Figure 1. Placement density heat map (run 1).
Drawn at 4 px/um. The die is cut into 7 by 9 equal tiles; black is low, pale yellow is high, 0 to 100% covered.
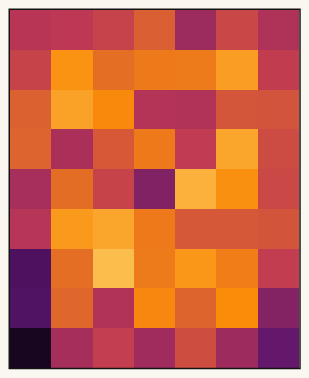
Figure 2. Signal wires by layer (run 1).
Drawn at 3 px/um.
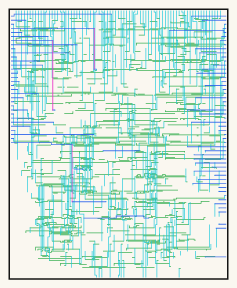
Figure 3. The clock network (run 1).
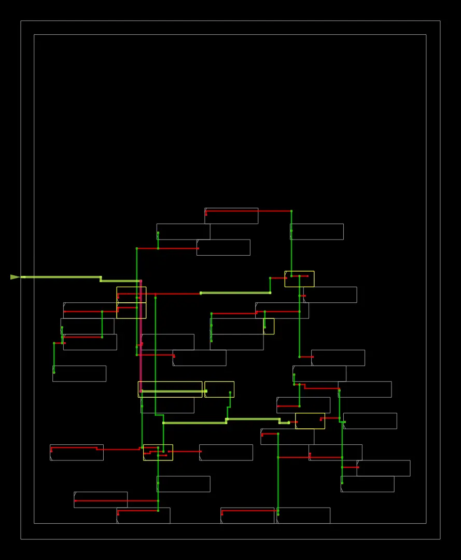
==> config.mk <==
export PLATFORM = sky130hd
export DESIGN_NAME = fft_frame_ctrl
export DESIGN_NICKNAME = d
export VERILOG_FILES = /design/src/rtl/fft_pkg.sv /design/src/rtl/fft_frame_ctrl.sv
export SDC_FILE = /design/constraint.sdc
export NUM_CORES = 1
export LEC_CHECK = 0
export CAP_MARGIN = 15
export CORE_ASPECT_RATIO = 1.25
export CORE_MARGIN = 2
export CORE_UTILIZATION = 35
export DETAILED_ROUTE_END_ITERATION = 10
export PLACE_DENSITY_LB_ADDON = 0.05
export SLEW_MARGIN = 20
export SYNTH_ARGS = -nofsm -noshare
export SYNTH_HDL_FRONTEND = slang
export SYNTH_SLANG_ARGS = --single-unit
==> constraint.sdc <==
create_clock -name aclk -period 4.5 [get_ports aclk]
set_input_delay 1.35 -clock aclk [delete_from_list [all_inputs] [get_ports aclk]]
set_output_delay 1.35 -clock aclk [all_outputs]
set_load 0.03 [all_outputs]
==> results.ini, run 1 <==
[outcome]
outcome=finished clean

[critical_path]
end_kind=output pin
crit_arrival_ns=2.65
path_cells=clkdlybuf4s50_1 -> and2_1 -> clkdlybuf4s50_1
critPathKind=primary input to output pin
worstPathMaxFanout=3
cp_top_family=buffers and inverters
rr_worst_depth=5

[floorplanning]
ios=170

[logic_synthesis]
yosysWarningCount=0
top_area_frac=0.380
top_area_cell=dfrtp_1
flop_cell=dfrtp_1
area_leaders=dfrtp_1 38%, and2_1 21%, xnor2_1 4.7%
avgSynthCellArea_um2=9.12
yosys.stat.chipArea_um2=2040
ys.flops=31
synth_area_um2=2040
synth-async-reset-ratio=1.00
edf_count=0

[final_timing]
timing.fmax_ghz=0.250
max-slew-margin-rel=0.599
rsz0062_at_grt=no
min_period_over_period=0.888

[final_layout]
layout-drive-gt1-share=0.0494
diodes=0

[clock_network]
clockRootBuffer=clkbuf_8
htree_levels=2
path_clk_slew_ns=0.06
cts_tree=built
cts_hold_buf=0
cts_buffer_depth=2
clock_latency_ns=0.28

[run]
maxCapViolCount=0
log.warning_count=26

[global_routing]
antenna_found_initial=0
grt_pass1_vias=1942
grt_overflow=0
use_met2=0.329

[route]
drt-initial-drc-count=80
ant_nets=0
drtPass1Iterations=4

[place]
portBuffers=162
routabilityCongestion=0.804

[power_and_ir_drop]
leakagePower_nw=1.54
irDropWorstVdd_uv=322

## Picture notes: Figure 1
emptiest ninth of the die = south-west
fullest tile = 86%
mean over tiles = 58%
tiles over 75% full = 16%
Core Util, Final: 0.670
fp util: 0.358
core area: 5700 um2

## Picture notes: Figure 2
cyan -> metal 2  # wire length 3340 um
green -> metal 1  # wire length 2700 um
magenta -> metal 4  # wire length 55.8 um
blue -> metal 3  # wire length 586 um
via count: 2108
Avg WL per Cell: 14.8 um
All-Layer GR Usage: 0.193
total wire length: 6.68 mm

## Picture notes: Figure 3
FFs & Latches: 31
clk_skew: 0.00369 ns
Clk. pwr: 0.000285 W

run 1: where the power goes:
| part | internal [W] | switching (W) | leakage, nW |
|---|---|---|---|
| Combinational | 0.000602 | 0.000760 | 1.09 |
| Sequential | 0.000347 | 0.0000986 | 0.398 |
| Clock | 0.000179 | 0.000106 | 0.0612 |
run 1: cells in the final DEF (no fill, tap or decap), types with 2 or more instances in the layout:
master	instances
clkdlybuf4s50_1	162
and2_1	69
dfrtp_1	31
nand2_1	12
xnor2_1	11
nand2b_1	7
nor2_1	7
nand3_1	7
conb_1	7
a21oi_1	6
clkbuf_8	6
nand4_1	5
a31oi_1	5
xor2_1	4
mux2_1	4
ha_1	4
or3_1	3
inv_1	3
o21ai_1	3
and4_1	3
nand3b_1	2
and3_1	2
a41oi_1	2
nor4_2	2
buf_4	2
run 1: area by class of cell:
class                           instances  area, um2  share of cell area
Tap cell                               66       82.6              0.0216
Inverter                                3       11.3             0.00295
Timing Repair Buffer                  164       1640               0.429
Multi-Input combinational cell        179       1190               0.313
Sequential cell                        31        776               0.203
Clock buffer                            6       82.6              0.0216
Clock inverter                          2       35.0             0.00918
run 1: through the flow:
step	instance area (um2)	power (W)	setup WS (ns)	hold slack, ns	std cells
final	3820	0.00209	0.502	0.478	451
after global routing	3820	0.00222	0.440	0.502	451
after CTS	3820	0.00211	0.492	0.475	451
after detailed placement	3700	0.00182	0.491	0.458	443
after global placement	3700	0.00180	0.488	0.449	443
after floorplan	2070	0.00125	1.52	0.459	230
run 1: layer usage:
metal	routed length [um]	part of all wire
met5	0	0
met4	55	0.0082
met3	586	0.088
met2	3340	0.50
met1	2700	0.40
run 1: cells by family after synthesis:
logic type | share of synthesized area
compound gates | 0.0723
xor+xnor | 0.0643
mux | 0.0325
fa+ha+maj | 0.0245
simple gates | 0.374
flops | 0.380
buf+inv | 0.0508
other cells | 0.00184
==> inputs of run 2 (changes only) <==
--- a/constraint.sdc
+++ b/constraint.sdc
@@ -3,2 +3,2 @@
 set_output_delay 1.35 -clock aclk [all_outputs]
-set_load 0.03 [all_outputs]
+set_load 0.02 [all_outputs]
Figure 4. Signal wires by layer (run 2).
Drawn at 3 px/um.
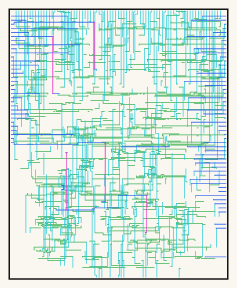
magenta -> metal 4  # wire length 85.7 um
green -> metal 1  # wire length 2620 um
blue -> metal 3  # wire length 609 um
cyan -> metal 2  # wire length 3380 um
via count: 2081
Avg WL per Cell: 14.8 um
All-Layer GR Usage: 0.195

Figure 5. I/O pins on the die edge (run 2).
Drawn at 4 px/um. Pins as bars across the die edge, other pins in grey.
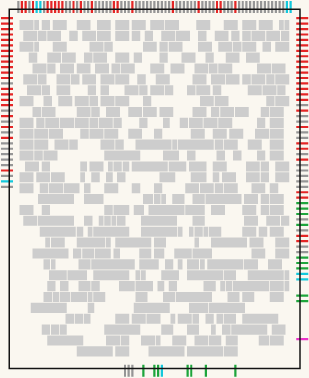
cyan -> `fft_cfg_tdata`  # pins 8, direction output, edge 4 north, 2 east, 1 west, 1 south
red -> `s_tdata`  # pins 64, direction input, edge 25 east, 20 west, 19 north
green -> `frame_cnt`  # pins 16, direction output, edge 9 east, 7 south
magenta -> `aresetn`  # pins 1, direction input, edge east
all pins by edge = 75 north, 52 east, 32 west, 11 south
IO buf count: 162
DIE WIDTH: 72.3 um
Die Height: 89.4 um

==> results.ini, run 2 <==
[final_timing]
worst_slack_ns=0.558
skew_ns=0.00608
min_period_over_period=0.876
max-slew-margin-rel=0.610
rsz0062_at_grt=no

[power_and_ir_drop]
irDropWorstVdd_uv=255
leakagePower_nw=1.54
power.total_w=0.00192

[logic_synthesis]
yosysWarningCount=0
synth_seq_share=0.380
area_leaders=dfrtp_1 38%, and2_1 21%, xnor2_1 4.7%
ys.flops=31
top_area_cell=dfrtp_1
top_area_frac=0.380
avgSynthCellArea_um2=9.12
synth-async-reset-ratio=1.00
synth_area_um2=2040

[run]
maxCapViolCount=0
log.warning_count=26

[floorplanning]
core_area_um2=5700
ios=170
initCoreUtil=0.358

[global_routing]
grt_overflow=0
antenna_found_initial=0
grt_pass1_vias=1920

[route]
finalWirelength_mm=6.69
drt-initial-drc-count=68
highest_layer=met4
wl_met2_mm=3.38
drtPass1Iterations=4

[critical_path]
end_kind=output pin
critPathKind=primary input to output pin
crit_arrival_ns=2.59
rr_worst_depth=5

[final_layout]
comb_area_um2=1190
diodes=0
layout-drive-gt1-share=0.0494
final_cell_mix=162 x clkdlybuf4s50_1, 69 x and2_1, 31 x dfrtp_1
fin_cells=451
lay_top_count=clkdlybuf4s50_1
seq_area_um2=776

[place]
place_ws_ns=0.548
dpl.cell_count=443

[outcome]
outcome=finished clean

[clock_network]
cts_tree=built
htree_levels=2
clock_latency_ns=0.28
path_clk_slew_ns=0.07
cts_buffer_depth=2

## run 2: cell counts after synthesis
Identical to the previous run, type by type.
## run 2: layout make-up
type                       instances  share of cell area
clock buffer                       6              0.0216
multi-input combinational        179               0.313
tap                               66              0.0216
clock inverter                     2             0.00918
sequential                        31               0.203
timing repair buffer             164               0.429
inverter                           3             0.00295
## run 2: power breakdown
group	leakage [nW]	switching, W	internal, W	total [W]
clock	0.0612	0.000107	0.000179	0.000286
combinational	1.09	0.000588	0.000603	0.00119
sequential	0.398	0.0000988	0.000347	0.000446
## run 2: kinds of logic after synthesis
group | Yosys count | share of synthesized area
buf+inv | 20 | 0.0508
flops | 31 | 0.380
other cells | 1 | 0.00184
mux | 6 | 0.0325
fa+ha+maj | 4 | 0.0245
compound gates | 21 | 0.0723
xor+xnor | 15 | 0.0643
simple gates | 126 | 0.374
## run 2: metal layers
| layer | GRT usage | up-vias |
|---|---|---|
| met1 | 0.234 | 922 |
| li1 | - | 1055 |
| met4 | 0.0480 | 0 |
| met5 | 0 | - |
| met2 | 0.332 | 94 |
| met3 | 0.0699 | 10 |
## run 2: worst max-delay path, stage by stage
cell and delay [ns]:
clkdlybuf4s50_1 0.50, and2_1 0.13, clkdlybuf4s50_1 0.61
## run 2: per-stage QoR
| step | area, um2 | hold WS (ns) | util |
|---|---|---|---|
| after floorplan | 2070 | 0.459 | - |
| after global placement | 3700 | 0.449 | 0.649 |
| after global routing | 3820 | 0.501 | 0.670 |
| after detailed placement | 3700 | 0.458 | 0.649 |
| after CTS | 3820 | 0.476 | 0.670 |
| final | 3820 | 0.479 | 0.670 |
No activity file was given, so power comes from the tool's default toggle rates.
